`config.mk`:
```
export PLATFORM = sky130hd
export DESIGN_NAME = store_buffer
export DESIGN_NICKNAME = d
export VERILOG_FILES = /design/src/rtl/mips_mem_pkg.sv /design/src/rtl/store_buffer_match.sv /design/src/rtl/store_buffer.sv
export SDC_FILE = /design/constraint.sdc
export NUM_CORES = 1
export LEC_CHECK = 0
export CORE_MARGIN = 2
export CORE_UTILIZATION = 40
export DETAILED_ROUTE_END_ITERATION = 8
export SETUP_SLACK_MARGIN = 0.02
export SLEW_MARGIN = 5
export SYNTH_ARGS = -nofsm -noshare
export SYNTH_HDL_FRONTEND = slang
export SYNTH_SLANG_ARGS = --single-unit
```
`constraint.sdc`:
```
create_clock -name clk -period 6.2 [get_ports clk]
set_input_delay 0.93 -clock clk [delete_from_list [all_inputs] [get_ports clk]]
set_output_delay 0.93 -clock clk [all_outputs]
set_load 0.05 [all_outputs]
```
`src/rtl/mips_mem_pkg.sv`:
```
// Shared MEM-stage definitions: word geometry and the store buffer entry layout.
package mips_mem_pkg;

    localparam int unsigned WORD_W   = 32;
    localparam int unsigned BYTE_OFF = 2;
    localparam int unsigned WADDR_W  = WORD_W - BYTE_OFF;

    typedef struct packed {
        logic [WADDR_W-1:0] waddr;
        logic [WORD_W-1:0]  data;
    } sb_entry_t;

    // Word-aligned byte address from a word index.
    function automatic logic [WORD_W-1:0] word_to_byte(input logic [WADDR_W-1:0] waddr);
        return {waddr, {BYTE_OFF{1'b0}}};
    endfunction

endpackage

```
`src/rtl/store_buffer_match.sv`:
```
// Youngest-match search over the buffered stores for load forwarding.
module store_buffer_match
    import mips_mem_pkg::*;
#(
    parameter int unsigned DEPTH = 4,
    parameter int unsigned PW    = $clog2(DEPTH)
) (
    input  sb_entry_t          entries [DEPTH],
    input  logic [DEPTH-1:0]   valid,
    input  logic [PW-1:0]      tail,
    input  logic [WADDR_W-1:0] ld_waddr,
    output logic               hit,
    output logic [WORD_W-1:0]  data
);

    logic [PW-1:0] idx;

    // Walk from oldest slot (tail-DEPTH) to youngest (tail-1); later matches override.
    always_comb begin
        hit  = 1'b0;
        data = '0;
        idx  = '0;
        for (int k = DEPTH; k >= 1; k--) begin
            idx = tail - PW'(k);
            if (valid[idx] && (entries[idx].waddr == ld_waddr)) begin
                hit  = 1'b1;
                data = entries[idx].data;
            end
        end
    end

endmodule

```
`src/rtl/store_buffer.sv`:
```
// Posted-write buffer in front of the single-port data memory; loads own the port.
module store_buffer
    import mips_mem_pkg::*;
#(
    parameter int unsigned DEPTH        = 4,
    parameter int unsigned AW           = 32,
    parameter int unsigned DW           = 32,
    parameter bit          CHECK_ONE_OP = 1'b1
) (
    input  logic          clk,
    input  logic          reset,
    input  logic          st_valid,
    input  logic [AW-1:0] st_addr,
    input  logic [DW-1:0] st_data,
    output logic          st_ready,
    input  logic          ld_valid,
    input  logic [AW-1:0] ld_addr,
    output logic [DW-1:0] ld_data,
    output logic          ld_hit,
    output logic          mem_read,
    output logic          mem_write,
    output logic [AW-1:0] mem_addr,
    output logic [DW-1:0] mem_wdata,
    input  logic [DW-1:0] mem_rdata,
    output logic          empty
);

    localparam int unsigned PW = $clog2(DEPTH);
    localparam int unsigned CW = PW + 1;

    sb_entry_t          entries [DEPTH];
    logic [PW-1:0]      head;
    logic [PW-1:0]      tail;
    logic [CW-1:0]      count;
    logic [DEPTH-1:0]   valid;
    logic [PW-1:0]      age;
    logic [WADDR_W-1:0] ld_waddr;
    logic               match_hit;
    logic [WORD_W-1:0]  match_data;
    logic               push;
    logic               pop;

    assign ld_waddr = WADDR_W'(ld_addr[AW-1:BYTE_OFF]);

    // Slot i is live when its distance from head is below the occupancy.
    always_comb begin
        valid = '0;
        age   = '0;
        for (int i = 0; i < DEPTH; i++) begin
            age      = PW'(i) - head;
            valid[i] = (CW'(age) < count);
        end
    end

    store_buffer_match #(
        .DEPTH (DEPTH),
        .PW    (PW)
    ) u_match (
        .entries  (entries),
        .valid    (valid),
        .tail     (tail),
        .ld_waddr (ld_waddr),
        .hit      (match_hit),
        .data     (match_data)
    );

    // Port arbitration: a missing load takes memory, otherwise the head entry drains.
    always_comb begin
        empty     = (count == '0);
        st_ready  = (count != CW'(DEPTH));
        push      = st_valid && st_ready;
        ld_hit    = ld_valid && match_hit;
        mem_read  = ld_valid && !match_hit;
        pop       = !empty && !mem_read;
        mem_write = pop;
        mem_addr  = '0;
        mem_wdata = '0;
        ld_data   = '0;
        if (ld_hit) begin
            ld_data = DW'(match_data);
        end else if (ld_valid) begin
            ld_data = mem_rdata;
        end
        if (mem_read) begin
            mem_addr = {ld_addr[AW-1:BYTE_OFF], {BYTE_OFF{1'b0}}};
        end else if (pop) begin
            mem_addr  = AW'(word_to_byte(entries[head].waddr));
            mem_wdata = DW'(entries[head].data);
        end
    end

    // Pointer and occupancy update; push and pop may coincide.
    always_ff @(posedge clk or posedge reset) begin
        if (reset) begin
            head  <= '0;
            tail  <= '0;
            count <= '0;
        end else begin
            if (push) tail <= tail + PW'(1);
            if (pop)  head <= head + PW'(1);
            count <= count + CW'(push) - CW'(pop);
        end
    end

    // Entry storage; validity comes from the pointers, so no reset is needed.
    always_ff @(posedge clk) begin
        if (push) begin
            entries[tail] <= '{waddr: WADDR_W'(st_addr[AW-1:BYTE_OFF]),
                               data:  WORD_W'(st_data)};
        end
    end

    // One memory operation per instruction: a store and a load never share a cycle.
    always_ff @(posedge clk) begin
        if (CHECK_ONE_OP && !reset) begin
            assert (!(st_valid && ld_valid))
                else $error("store_buffer: store and load presented in the same cycle");
        end
    end

endmodule

```
Fig. 1: cell density map
Scale bar: 50 um. 23 x 23 tiles, from white (low) to dark blue (high), 0 to 100% covered.
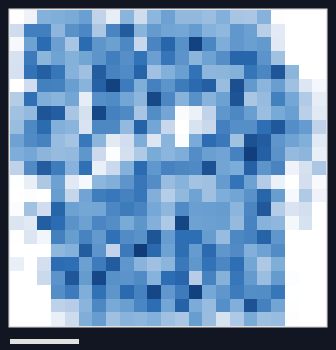
The fullest tile reaches 95%. 12% of the tiles are nearly empty. The mean over all tiles is 46%.
Finished Core Util: 49.46%
Core Util at FP: 40.43%
Placeable Area: 0.05007 mm2

Fig. 2: power grid
Scale bar: 50 um. Pins as bars on the die edge. Tap cells in gray.
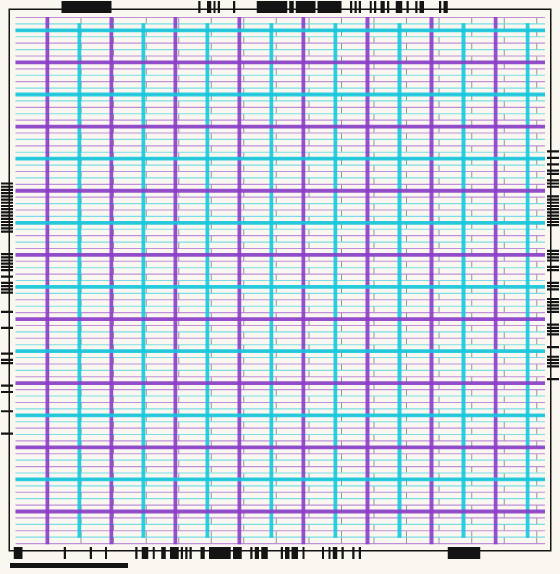
Key: VSS = purple; VDD = cyan
16 straps on met5. 672 tap cells. The core has 82 rows. 83 met1 rails follow the rows.

Fig. 3: I/O nets highlighted
Scale bar: 50 um.
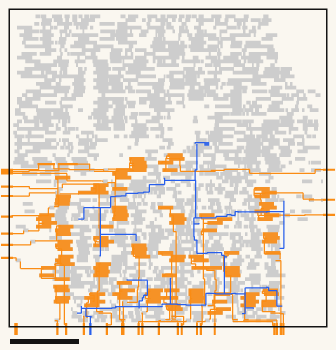
Key: `mem_read` = blue [direction output, edge south, end cells 1, wire 724 um]; `st_addr` = orange [direction input, edge 20 south, 9 west, 3 east, end cells 120, wire 2220 um]
number of placed I/O pins: 233
number of buffers added on ports: 226

Fig. 4: sequential cells colored by netlist name
Scale bar: 50 um. Other sequential cells in the stronger gray, the rest of the logic in the fainter gray.
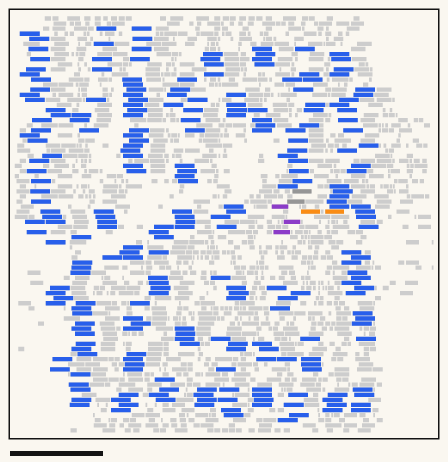
Key: `tail` = orange [flops 2]; `entries` = blue [flops 248, where widely spread]; `count` = purple [flops 3]
Another 2 sequential cells are not colored.

Fig. 5: cell placement
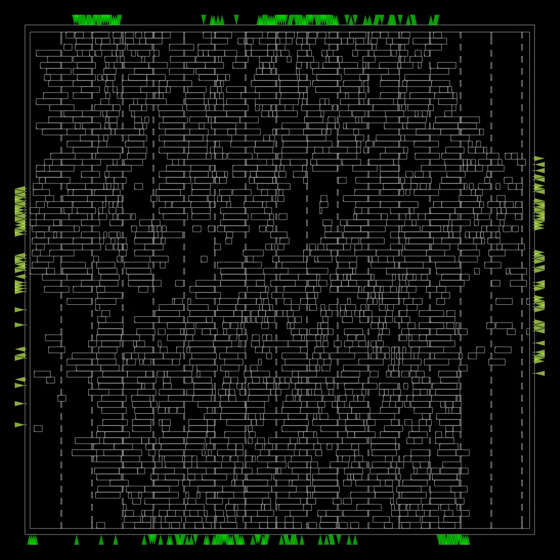
number of tapcells: 672
flip-flop and latch share of the layout cell area: 30.83%
number of non-filler instances in the completed layout: 2282
standard-cell rows: 82

==> impl.org <==
#+TITLE: Implementation results

** Synthesis
- Looking at area per cell type in the netlist, the leader is sky130_fd_sc_hd__edfxtp_1.
- Chip area in the Yosys report :: 0.02024 mm2
- Synth top area cells :: sky130_fd_sc_hd__edfxtp_1 37%, sky130_fd_sc_hd__mux4_2 31%, sky130_fd_sc_hd__xnor2_1 5.8%, sky130_fd_sc_hd__mux2i_1 3.1%, sky130_fd_sc_hd__a311oi_2 2.2%
- After synthesis the netlist holds a flip-flop and latch count of 255.
- In the synthesized netlist, the cells that appear most often are 283 x sky130_fd_sc_hd__mux4_2, 248 x sky130_fd_sc_hd__edfxtp_1, 134 x sky130_fd_sc_hd__xnor2_1.
- Cells in synth_stat.txt :: between 1000 and 1500
- Number of enable flip-flop cells :: around 250
- Synthesized area divided by synthesized cell count :: roughly 14 um2
- Among all flip-flop cells after synthesis, the most frequent one is sky130_fd_sc_hd__edfxtp_1.
- The top cell type by area accounts for a little under two fifths of the synthesized area.
- Seq/Total Area, Yosys :: a little under two fifths
- Synthesis instantiated approximately 67 different standard cells from the library.
- The synthesized netlist handed to floorplanning was reported with a cell count of roughly 1400.
- The warning tally printed by Yosys for this design is 0.
- For this run the top cell type by instance count after synthesis was sky130_fd_sc_hd__mux4_2.
- Before any placement, the netlist area is recorded as 0.02024 mm2.
- FFs w/ async S/R, synth :: approximately 2.7%

** Global routing
- The first global-routing pass estimated 94.67 mm of wire.
- Global routing finished with a remaining overflow of 0.
- Maximum number of pins on one net before global-route repair :: 139
- Vias in the first global route :: between 10000 and 15000
- The number of antenna violations at the first check in global routing is 8.
- Total global-route track usage over all layers is approximately a quarter.

** Final timing
- Post-layout period usage of the worst path :: 97.91%
- For this run, the top clock speed supported by timing is 0.1647 GHz.
- Max-slew check failures listed in the final report amount to 0.
- Transition at the pin with the smallest max-transition slack :: 995.6 ps
- Final setup vio count :: 0
- Summed over all failing endpoints, the final setup total negative slack is 0 ps.
- Once routing completed, OpenROAD measured the worst setup slack at ~130 ps.
- Clock skew after layout :: 12.53 ps
- Clock period minus worst slack :: around 6100 ps
- Worst slew slack as a fraction of its limit :: about a third
- In the final report, the number of hold violations comes to 0.
- Setup repair after global routing left no endpoint under its margin.

** Clock tree
- Clock sink total :: roughly 260
- Buffers inserted during clock tree synthesis total 31.
- Postcts setup bufs :: 6
- Clk_lat worst skew :: about 600 ps
- Clock tree from TritonCTS :: yes
- Looking at the clock tree report, the H-tree level count equals 1.
- Maximum clock insertion buffer count :: 3
- Hold-fix buffers at CTS :: 0
- Root buffer cell :: sky130_fd_sc_hd__clkbuf_16
- Post-cts sizing count :: 6
- CTS clock-pin slew for the worst setup and hold paths :: ~60 ps

** Critical path
- Startpoint of the worst register-to-register path :: tail[1]
- Along the critical path, the tally of buffer and inverter instances is 3.
- Largest stage delay on the critical path :: between 500 and 600 ps
- Cell family with the largest share of critical-path delay :: simple AND/OR/NAND/NOR gates
- Per STA, the worst path is made up of buf_16, mux4_2, xnor2_1, nand4_1, or4_1, nor4_1, a22o_4, nor3_2, buf_12, mux2i_1, buf_12.
- Cell type of the slowest stage on the worst timing path :: sky130_fd_sc_hd__buf_16
- Capturing element type of the critical path :: output pin
- The data arrival time reported for the critical path is between 5000 and 6000 ps.
- Category of the critical setup timing path :: register to output pin
- The critical path endpoint has a required time of roughly 5300 ps.
- CP startpoint :: tail[1]
- Library cell appearing most often on the critical path :: sky130_fd_sc_hd__buf_12
- The report shows a maximum critical-path fanout of between 100 and 150.
- The worst setup path is launched from a register.

** Outcome
- The run finished with clean final reports.

** Drt
- Vias post-DR :: between 10000 and 15000
- In this run, the number of DRC markers left after iteration 0 of detailed routing was roughly 1600.
- Per the detail_route report, routed wire per instance is ~28 um.
- Wire length reported by the detailed router :: between 60 and 70 mm
- The detailed router reports a met2 wire length of 30.86 mm.
- Per the detail_route report, DRC violations left total 0.
- Post-detailed-route via-to-cell ratio :: 6.448
- The detailed router reports a met3 wire length of about 5.3 mm.
- The iteration count recorded for the first detailed-route pass is 7.
- Signal routing reaches up to met5.
- In the per-layer breakdown of the detailed-route log, met1 shows 26.13 mm.
- The count of nets left with antenna violations once routing finished came out at 0.

** Placed design
- Pre-CTS setup slack :: 328.1 ps
- The final weighted congestion recorded by global placement is 0.8640.
- Estimated wirelength of the detail-placed design :: 41.31 mm

** Flow run
- The logs give a warning total of 37.
- Max-cap violations in this run came to 0.

** Min path
- The tightest min-delay check is of the input pin to asynchronous set/reset pin type.

** Power
- Pwr per Cell Area :: roughly 500 mW/mm2
- The analysis attributes to cell leakage a power of approximately 7.9 nW.
- Total power :: around 13 mW
- The highest supply drop recorded on VDD is between 300 and 400 uV.

** Finish
- Fraction of layout cells with a size suffix above 1 :: 34.60%
- Dominant logic cell types in the final layout :: 283 x sky130_fd_sc_hd__mux4_2, 248 x sky130_fd_sc_hd__edfxtp_1, 130 x sky130_fd_sc_hd__xnor2_1
- Number of nets in the finished design :: 1725
- The layout has 4377 filler cells.
- Most used logic cell in the final layout :: sky130_fd_sc_hd__mux4_2
- Post-synthesis to final-layout area growth :: 22.33%

** Floorplan
- The die is ~230 um wide.
- Per the OpenROAD floorplan log, the height of the die is between 200 and 250 um.
- After floorplanning, the die was sized to cover around 0.052 mm2.
## through the flow
stage	std cells	area, um2	hold slack (ps)
2_1_floorplan	1411	20240	551.1
3_3_place_gp	2213	23610	606.3
3_5_place_dp	2213	23610	655.4
4_1_cts	2276	24630	627.9
5_1_grt	2282	24760	660.7
6_report	2282	24760	633.3
## where the power goes
group	internal, mW	switching [mW]
logic	4.14	4.14
registers	2.30	0.359
clock network	0.907	0.736
total	7.35	5.23
## metal layers
layer | track usage [%] | up-vias
met1 | 33.46 | 7699
met4 | 6.575 | 10
li1 | - | 6186
met5 | 0 | -
met3 | 3.443 | 89
met2 | 38.93 | 730
## final timing paths
| check | cells after the start | to | slack [ps] |
|---|---|---|---|
| min in group clk | 1 | count[0] | 670 |
| max in group asynchronous | 2 | head[0] | 5320 |
| worst min-delay path | 2 | count[0] | 630 |
| worst max-delay path | 11 | mem_addr[31] | 130 |
| worst max register to register | 19 | count[2] | 1270 |
| worst min register to register | 1 | count[0] | 670 |
## cell type report
class	count	area [um2]	area share [%]
clock buffers	35	790.8	3.194
well taps	672	840.8	3.396
diodes	3	7.507	0.03032
flip-flops and latches	255	7635	30.83
clock inverters	22	115.1	0.4649
inverters	42	161.4	0.6518
multi-input cells	963	11710	47.30
repair buffers	290	3500	14.13
## registers in the layout (all words and copies together), names as in the netlist
register	cells
tail	2
entries	248
count	3
head	2
## cell families (layout without fill, tap and decap cells)
group                      after synthesis  count (layout)  share of synthesized area [%]
xor gates and xnor gates               138             138                          5.971
DFF                                    255             255                          37.66
other                                    1               5                        0.01853
and+or+nand+nor                        312             312                          7.857
muxes                                  355             355                          35.55
adders and majority gates               10              10                         0.6553
buffers and inverters                  193             389                          5.230
AOI/OAI and AO/OA                      146             146                          7.059
Power is estimated from default activity; no workload was simulated.
